**Congestion heat map**

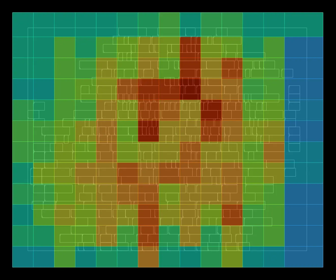
**Register map, names as in the netlist**

(3 px per um)
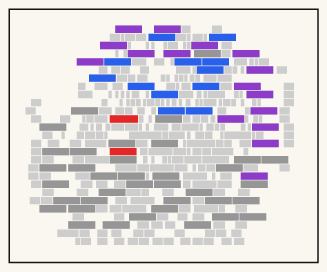
**Logic cells by family**

(3 px per um)
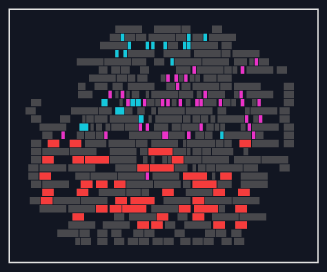
**Ports around the boundary**

(4 px per um) Pins as bars across the die edge, other pins in gray.
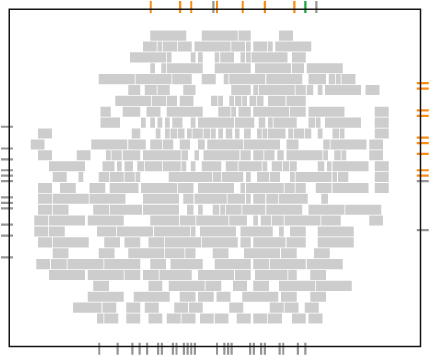
**Zoomed window**

Window x 39 to 64, y 13 to 38 um. Cells in gray, sequential cells in the stronger gray; small squares are vias.
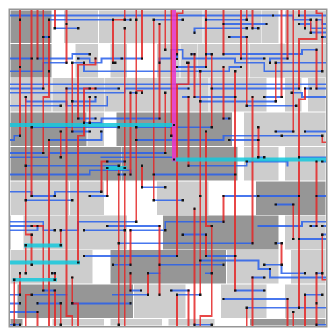
==> src/rtl/nibble_serial_subtractor.sv <==
// nibble_serial_subtractor: computes diff = a - b - bin over WIDTH bits,
// one 4-bit nibble per clock, least significant nibble first. Each nibble
// is formed by a 4-bit lookahead borrow network on a + ~b + ~borrow. The
// borrow is registered between nibbles.
//
// Handshake: an operation is accepted on a rising edge where
// start_valid && start_ready. start_ready is high only in IDLE. A start
// that arrives while busy is neither accepted nor queued, and the operand
// inputs are ignored during RUN. done is a one-cycle pulse. diff/bout/ovf
// are valid while done is high and hold until the next completion or reset.
module nibble_serial_subtractor #(
   parameter int WIDTH = 16
) (
   input  logic             clk,
   input  logic             rst_n,
   input  logic             start_valid,
   output logic             start_ready,
   input  logic [WIDTH-1:0] a,
   input  logic [WIDTH-1:0] b,
   input  logic             bin,
   output logic [WIDTH-1:0] diff,
   output logic             bout,
   output logic             ovf,
   output logic             done,
   output logic             busy,
   output logic             dbg_state
);

   localparam int N  = WIDTH / 4;
   localparam int IW = (N > 1) ? $clog2(N) : 1;
   localparam logic [IW-1:0] LAST = IW'(N - 1);

   localparam logic [0:0] S_IDLE = 1'b0;
   localparam logic [0:0] S_RUN  = 1'b1;

   logic [0:0]       state_q, state_d;
   logic [IW-1:0]    idx_q, idx_d;
   logic [WIDTH-1:0] a_q, a_d;
   logic [WIDTH-1:0] b_q, b_d;
   logic             borrow_q, borrow_d;
   logic [WIDTH-1:0] res_q, res_d;
   logic [WIDTH-1:0] diff_q, diff_d;
   logic             bout_q, bout_d;
   logic             ovf_q, ovf_d;
   logic             done_q, done_d;

   logic [3:0] a_nib, b_inv, p, g, c;
   logic       c4;
   logic [3:0] nib_diff;
   logic       nib_bout;

   // Nibble selected by the index and the lookahead borrow network for it.
   always_comb begin
      a_nib = a_q[{idx_q, 2'b00} +: 4];
      b_inv = ~b_q[{idx_q, 2'b00} +: 4];
      p     = a_nib ^ b_inv;
      g     = a_nib & b_inv;
      c[0]  = ~borrow_q;
      c[1]  = g[0] | (p[0] & c[0]);
      c[2]  = g[1] | (p[1] & g[0]) | (p[1] & p[0] & c[0]);
      c[3]  = g[2] | (p[2] & g[1]) | (p[2] & p[1] & g[0])
            | (p[2] & p[1] & p[0] & c[0]);
      c4    = g[3] | (p[3] & g[2]) | (p[3] & p[2] & g[1])
            | (p[3] & p[2] & p[1] & g[0])
            | (p[3] & p[2] & p[1] & p[0] & c[0]);
      nib_diff = p ^ c;
      nib_bout = ~c4;
   end

   // Next-state logic: accept in IDLE, one nibble per cycle in RUN.
   always_comb begin
      state_d  = state_q;
      idx_d    = idx_q;
      a_d      = a_q;
      b_d      = b_q;
      borrow_d = borrow_q;
      res_d    = res_q;
      diff_d   = diff_q;
      bout_d   = bout_q;
      ovf_d    = ovf_q;
      done_d   = 1'b0;
      case (state_q)
         S_IDLE: begin
            if (start_valid) begin
               a_d      = a;
               b_d      = b;
               borrow_d = bin;
               idx_d    = '0;
               state_d  = S_RUN;
            end
         end
         S_RUN: begin
            res_d[{idx_q, 2'b00} +: 4] = nib_diff;
            borrow_d = nib_bout;
            idx_d    = idx_q + IW'(1);
            if (idx_q == LAST) begin
               // Publish only complete results so diff never shows partial nibbles.
               diff_d  = res_d;
               bout_d  = nib_bout;
               ovf_d   = (a_q[WIDTH-1] ^ b_q[WIDTH-1]) & (res_d[WIDTH-1] ^ a_q[WIDTH-1]);
               done_d  = 1'b1;
               state_d = S_IDLE;
            end
         end
         default: state_d = S_IDLE;
      endcase
   end

   // State registers; reset discards any operation in flight.
   always_ff @(posedge clk or negedge rst_n) begin
      if (!rst_n) begin
         state_q  <= S_IDLE;
         idx_q    <= '0;
         a_q      <= '0;
         b_q      <= '0;
         borrow_q <= 1'b0;
         res_q    <= '0;
         diff_q   <= '0;
         bout_q   <= 1'b0;
         ovf_q    <= 1'b0;
         done_q   <= 1'b0;
      end else begin
         state_q  <= state_d;
         idx_q    <= idx_d;
         a_q      <= a_d;
         b_q      <= b_d;
         borrow_q <= borrow_d;
         res_q    <= res_d;
         diff_q   <= diff_d;
         bout_q   <= bout_d;
         ovf_q    <= ovf_d;
         done_q   <= done_d;
      end
   end

   assign busy        = (state_q == S_RUN);
   assign start_ready = ~busy;
   assign dbg_state   = state_q;
   assign diff        = diff_q;
   assign bout        = bout_q;
   assign ovf         = ovf_q;
   assign done        = done_q;

endmodule

==> config.mk <==
export PLATFORM = sky130hd
export DESIGN_NAME = nibble_serial_subtractor
export DESIGN_NICKNAME = d
export VERILOG_FILES = /design/src/rtl/nibble_serial_subtractor.sv
export SDC_FILE = /design/constraint.sdc
export NUM_CORES = 1
export LEC_CHECK = 0
export CORE_ASPECT_RATIO = 0.8
export CORE_MARGIN = 5
export CORE_UTILIZATION = 45
export CTS_CLUSTER_SIZE = 24
export DETAILED_ROUTE_END_ITERATION = 10
export PLACE_DENSITY = 0.78
export SLEW_MARGIN = 20
export SYNTH_ARGS = -nofsm -noshare
export SYNTH_HDL_FRONTEND = slang
export SYNTH_SLANG_ARGS = --single-unit
==> constraint.sdc <==
create_clock -name clk -period 2.64 [get_ports clk]
set_input_delay 0.528 -clock clk [delete_from_list [all_inputs] [get_ports clk]]
set_output_delay 0.528 -clock clk [all_outputs]
set_load 0.03 [all_outputs]
==> results.json <==
{
  "run_status": "finished, final reports clean",
  "crit_fanout": 3,
  "ctsHoldBuffers": 0,
  "synth_cell_types": 38,
  "insertion_delay_ps": 350,
  "rr_endpoint": "diff[7]$_DFFE_PN0P_",
  "relSlewSlack_pct": 60.6,
  "finalClockPeriodUsage_pct": 99.9,
  "cap_viol_max_count": 0,
  "hold_viol_final": 0,
  "n_all_inverters": 14,
  "placed_cell_area_mm2": 0.00382,
  "fin_crit_ps": 2640,
  "synthTopCellsByCount": "67 x dfrtp_1, 32 x nand2_1, 31 x mux2_2",
  "synthTopLogicFamily": "multiplexers",
  "worstSetupEndpoint": "diff[7]$_DFFE_PN0P_",
  "dpl_worst_slack_ps": -40.3,
  "cp-end-kind": "flop",
  "io_pins": 58,
  "core_mm2": 0.00676,
  "n_all_buffers": 74,
  "crit_family": "AND-OR/OR-AND gates",
  "drtIter0Drc": 147,
  "cpPeakStageDelay_ps": 570,
  "async_flop_share_pct": 100,
  "mux_area_share_pct": 17.2,
  "finalInstanceArea_mm2": 0.00415,
  "setup_tns_ps": 0,
  "ys_sh_adder_pct": 4.31,
  "grt_pass1_wl_mm": 11.8,
  "arrival_ps": 2860,
  "n_antenna_cell": 0,
  "r2r_start": "idx_q[0]$_DFFE_PN0P_",
  "largest_class": "flip-flops and latches",
  "largest_area_cell": "dfrtp_1",
  "crit_type": "flop to flop",
  "gp_congestion": 0.906,
  "finalWorstSetupSlack_ps": 1.77,
  "cts_htree_levels": 3,
  "setup.worst_path.start": "idx_q[0]$_DFFE_PN0P_",
  "initCoreUtil_pct": 45.5,
  "fmax_mhz": 379,
  "logic_area_mm2": 0.00137,
  "dp_hpwl_mm": 4.98,
  "nets": 370,
  "warnings": 31,
  "crit_chain": "buf_6 > mux4_2 > ha_4 > and2b_2 > a221oi_4 > xnor2_2 > buf_4 > a22oi_2 > o21ai_1",
  "grtUsageTotal_pct": 17.6,
  "logic_gate_count": 158,
  "worst-path-buf-inv": 2,
  "worstPathRequired_ps": 2870,
  "die_area_mm2": 0.00859,
  "syn_nets": 297,
  "ys_cells": 251,
  "yosys_area_mm2": 0.00307,
  "cts_setup_buffers": 1,
  "holdCritPathClass": "input port to async pin",
  "rsz0062_at_grt": "true",
  "routed_via_density": 5.50,
  "synth.top_cell.area_share_pct": 54.5,
  "routed_wl_mm": 7.17,
  "cts_buffer_depth": 2,
  "buffer_area_share_pct": 17.7,
  "crit_cells": 9,
  "rr_worst_depth": 9,
  "aoi_share_pct": 11.5,
  "drive_gt1_share_pct": 27.1,
  "tap_cells": 87,
  "wl_per_cell_um": 17.2,
  "grt_pass1_vias": 2344,
  "edf_count": 0
}
Back to the opening pictures, 'congestion heat map':
met1 Use GR: 24.4%
grt met2 use: 26.3%

Back to the opening pictures, 'register map, names as in the netlist':
| signal | color | sequential cells |
|---|---|---|
| res_q | blue | 12 |
| diff | purple | 16 |
| idx_q | red | 2 |
not colored: 37
area occupied by registers: 0.00168 mm^2
Seq/total area: 40.5%

Back to the opening pictures, 'logic cells by family':
| family | color | cells |
|---|---|---|
| NOR gates | cyan | 19 |
| multiplexers | red | 39 |
| NAND gates | magenta | 33 |
Finished Layout Cells: 416
most common logic cell in the routed design: dfrtp_1
combinational share of cell area: 33.0%

Back to the opening pictures, 'ports around the boundary':
| port | color | pins | direction | edge |
|---|---|---|---|---|
| diff | orange | 16 | output | 9 right, 7 top |
| done | green | 1 | output | top |
all pins by edge: 25 bottom, 12 left, 11 right, 10 top
PortBufs: 57
Die W: 102 um
die y size: 83.9 um

Back to the opening pictures, 'zoomed window':
| layer | color |
|---|---|
| metal 2 | red |
| metal 1 | blue |
| metal 3 | cyan |
| metal 4 | magenta |
netlist names of flops here include: a_q (4), b_q (4)
sequential cells in the window: 8
most frequent: dfrtp_1 (8), mux2_2 (7), mux4_2 (5)
cells with their middle in the window: 37

## metal layers
metal	GRT usage, %	up-vias	part of all wire [%]
met2	26.3	84	48
met5	0	-	0
met1	24.4	1145	42
li1	-	1043	-
met3	5.93	14	8.1
met4	5.24	0	1.7
## through the flow
stage | hold WS (ps) | cells | util [%]
2_1_floorplan | 232 | 251 | -
3_3_place_gp | 463 | 395 | 56.6
3_5_place_dp | 468 | 395 | 56.6
4_1_cts | 185 | 412 | 59.9
5_1_grt | 219 | 416 | 61.4
6_report | 173 | 416 | 61.4
## placed cells by master, fill, tap and decap left out, drive strengths merged
| cell | synthesis | routed |
|---|---|---|
| a21o | 2 | 2 |
| a21oi | 1 | 1 |
| a221oi | 7 | 7 |
| a22o | 1 | 1 |
| a22oi | 3 | 3 |
| a311oi | 1 | 1 |
| a32o | 3 | 3 |
| a32oi | 3 | 3 |
| and2 | 1 | 1 |
| and2b | 1 | 1 |
| buf | 7 | 18 |
| bufinv | 0 | 1 |
| clkbuf | 5 | 10 |
| clkdlybuf4s50 | 0 | 56 |
| clkinv | 1 | 2 |
| clkinvlp | 0 | 4 |
| dfrtp | 67 | 67 |
| fa | 1 | 1 |
| ha | 9 | 9 |
| inv | 13 | 13 |
| mux2 | 31 | 31 |
| mux4 | 8 | 8 |
| nand2 | 32 | 32 |
| nand4 | 1 | 1 |
| nor2 | 13 | 13 |
| nor2b | 1 | 1 |
| nor3 | 3 | 3 |
| nor4 | 1 | 1 |
| nor4b | 1 | 1 |
| o211a | 1 | 1 |
| o21a | 1 | 1 |
| o21ai | 22 | 22 |
| o21bai | 2 | 2 |
| o22a | 1 | 1 |
| o31ai | 1 | 1 |
| or3 | 2 | 2 |
| xnor2 | 3 | 3 |
| xor2 | 1 | 1 |
